==> config.mk <==
export PLATFORM = sky130hd
export DESIGN_NAME = int_logic_pipe_flat
export DESIGN_NICKNAME = d
export VERILOG_FILES = /design/src/rtl/int_logic_pipe_if.sv /design/src/rtl/int_logic_pipe.sv /design/src/flat_wrapper.sv
export SDC_FILE = /design/constraint.sdc
export NUM_CORES = 1
export LEC_CHECK = 0
export CAP_MARGIN = 20
export CORE_MARGIN = 2
export CORE_UTILIZATION = 50
export DETAILED_ROUTE_END_ITERATION = 16
export GPL_ROUTABILITY_DRIVEN = 1
export GPL_TIMING_DRIVEN = 0
export HOLD_SLACK_MARGIN = 0.05
export PLACE_DENSITY = 0.84
export REMOVE_ABC_BUFFERS = 1
export SLEW_MARGIN = 20
export SYNTH_ARGS = -nofsm -noshare
export SYNTH_HDL_FRONTEND = slang
export SYNTH_SLANG_ARGS = --single-unit
==> constraint.sdc <==
create_clock -name clk -period 2.1 [get_ports clk]
set_input_delay 0.42 -clock clk [delete_from_list [all_inputs] [get_ports clk]]
set_output_delay 0.42 -clock clk [all_outputs]
set_load 0.02 [all_outputs]
**Met1 routing**

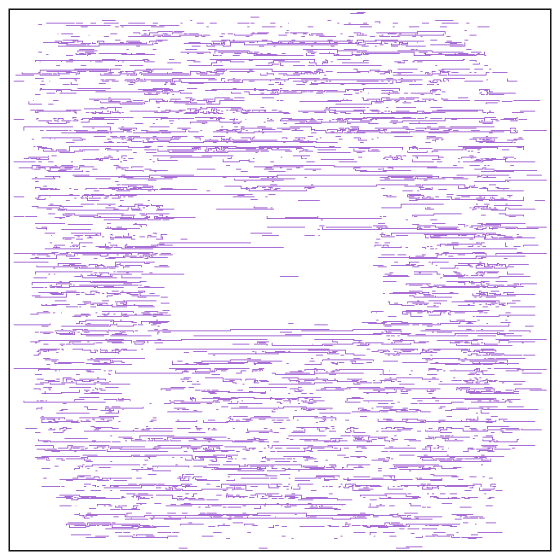
The longest straight run is 51.5 um. The wires run mostly horizontal. The layer carries 12,500 um of wire. The layer holds 41% of the routed length.
via count: 10,183
WL final: 30,700 um
M1 GR Usage: 31.1%

**Met2 routing**

Cells faint in the background.
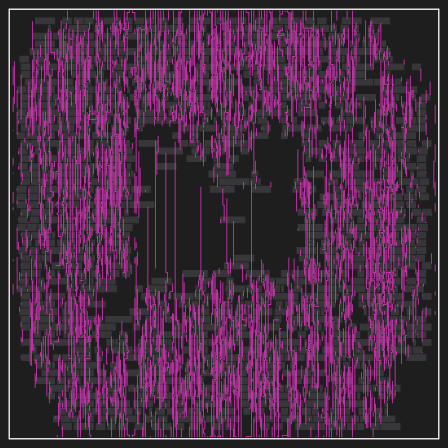
The longest straight run is 63.4 um. The layer holds 51% of the routed length. 1,424 nets have wire on it.
GR met2 Demand/Resource: 46.0%

**Placement density heat map**

The die is cut into 15 by 15 equal tiles; white is low, dark blue is high, 0 to 100% covered.
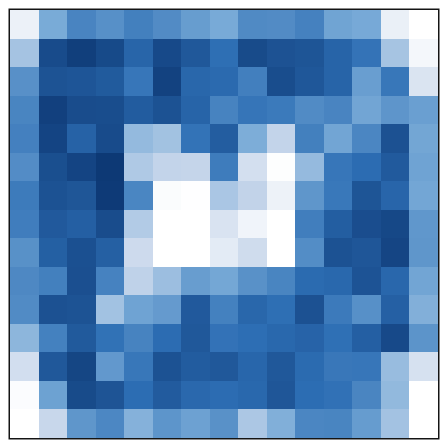
The fullest tile reaches 97%. 39% of the tiles are over 75% full. The mean over all tiles is 62%. 5.8% of the tiles are nearly empty.
Core Util, Final: 67.3%
Core ar.: 0.0217 mm2

**Sequential cells coloured by netlist name**

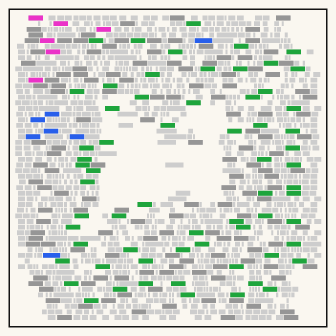
Magenta stands for u_core.bus.out_tag, sequential cells 6, where north-west. Blue stands for u_core.s1Fct, sequential cells 7. Green stands for u_core.bus.out_data, sequential cells 64, where spread over the die.
register area: 0.00431 mm2
Power Sequential: 4.42 mW
Seq/total area: 29.5%

==> reports/results.tsv <==
metric	value	unit
tap cells	280	
clk tree area frac	5.64	%
most frequent cells in the layout	359 x nand2_1, 224 x clkdlybuf4s50_1, 213 x dfxtp_1, 157 x xor2_1, 140 x a21boi_0	
Sink Count	215	
count leader, synth	nand2_1	
Post-Syn Instances	1367	
post-route ant nets	0	
Synth Seq Share	39.2	%
ys cells	1367	
Hold WC Path Type	input pin to flop	
area fraction in and, or, nand and nor cells after synthesis	22.0	%
Netlist cell types	34	
hold depth	2	
Final setup viols	0	
clk ins delay skew pair	0.51	ns
Setup CP Type	flop to flop	
Final Hold Viols	0	
mapped cell area	0.0110	mm2
logic share of the area	43.3	%
Non-Filler Instances	1844	
Comb pwr share	14.8	%
H-tree depth	1	
via/cell ratio	5.52	
Starting DRT DRC Count	532	
Crit path top cell by count	o21ai_0	
CP bufs+invs	2	
Post-synth area hogs	dfxtp_1 39%, xor2_1 13%, nand2_1 12%, a21boi_0 9.6%, nand3b_1 3.8%	
yosys synthesis chip area	0.0110	mm2
initial antenna violation count	2	
Syn Area/Cell	8.02	um2
pre-CTS WS	-0.980	ns
Clock Buffer Count	35	
leading power group	sequential cells	
registers	215	
Final Slew Violations	0	
delay-heaviest family, CP	simple AND/OR/NAND/NOR gates	
setup tns final	0	ns
Biggest Area Class	multi-input combinational cells	
global-route wire length before repair	49400	um
top sig layer	met4	
CP startpoint kind	flop	
GRT Total Usage	25.4	%
Worst Path Arrival	2.49	ns
Post-CTS Setup Bufs	6	
fin area	0.0146	mm2
wire length on met1	12500	um
Critical Path Fanout Max	18	
Internal	7.71	mW
Dominant flop cell	dfxtp_1	
I/O pins	228	
largest area contributor in the synthesized netlist	dfxtp_1	
GP Congestion	0.768	
GRT overflow	0	
fin crit share	97.1	%
Die X	152	um
DP Wirelength	18300	um
Synth Warn #	0	
CTS tree	built	
Fill cells	1701	
sw frac	25.3	%
clk pwr	4.38	mW
DR pass1 iterations	5	
crit path DRT	2.55	ns
Leak	6.07	nW
Mux area share	0.730	%
Worst-Margin Slew	0.776	ns
MI comb area	0.00632	mm2
outcome	finished clean	
met3 WL	2070	um
PwrDens	707	mW/mm2
area grow syn2layout	33.1	%
final hold slack	0.390	ns
AO/OA Area Share	21.4	%
Log Warnings	25	
Crit. End Element	flop	
DR WL/cell	16.6	um
Fmax	490	MHz
stages on the worst setup path	7	
nets	1703	
clock skew	0.0183	ns
GRT met3 Usage	3.88	%
flop2flop setup slack	0.06	ns
worst-case clock buffer depth	3	
placed instance area	0.0135	mm2
EDFF count, synth	0	
clock-pin transition on the worst setup and hold timing paths	0.06	ns
Sw Pwr	2.62	mW
fa+ha+maj area frac	0	%
die area	0.0231	mm2
root buffer cell	clkbuf_16	
Starting Density	50.6	%
ant diodes	0	
Max-area cell share	39.2	%
largest net degree at the start of global routing	93	
die height	152	um
GR peak layer	met2	
Power Combinational	1.52	mW
setup ws final	0.0610	ns
RSZ-0062 raised after global routing	no	
DRC	0	
top comb family, area	simple AND/OR/NAND/NOR gates	
Clock Power Share	42.4	%
power consumption	10.3	mW
Tmin final	2.04	ns
Reg2Reg Depth	7	
layout cells sized above 1	7.54	%
Signal buf overhead	19.2	%
vias in the first global route	9937	
yosys xor share	12.5	%
Comb gates	1048	
Synth top cells by count	360 x nand2_1, 215 x dfxtp_1, 157 x xor2_1	
Critical Path, Cell by Cell	or4_4 -> nor3b_4 -> buf_6 -> buf_8 -> o21ai_0 -> o21ai_0 -> a22o_1	
Async SR Flop Fraction	0	%
slew margin rel.	48.3	%
Seq pwr share	42.8	%
Power and IR drop assume default switching activity.
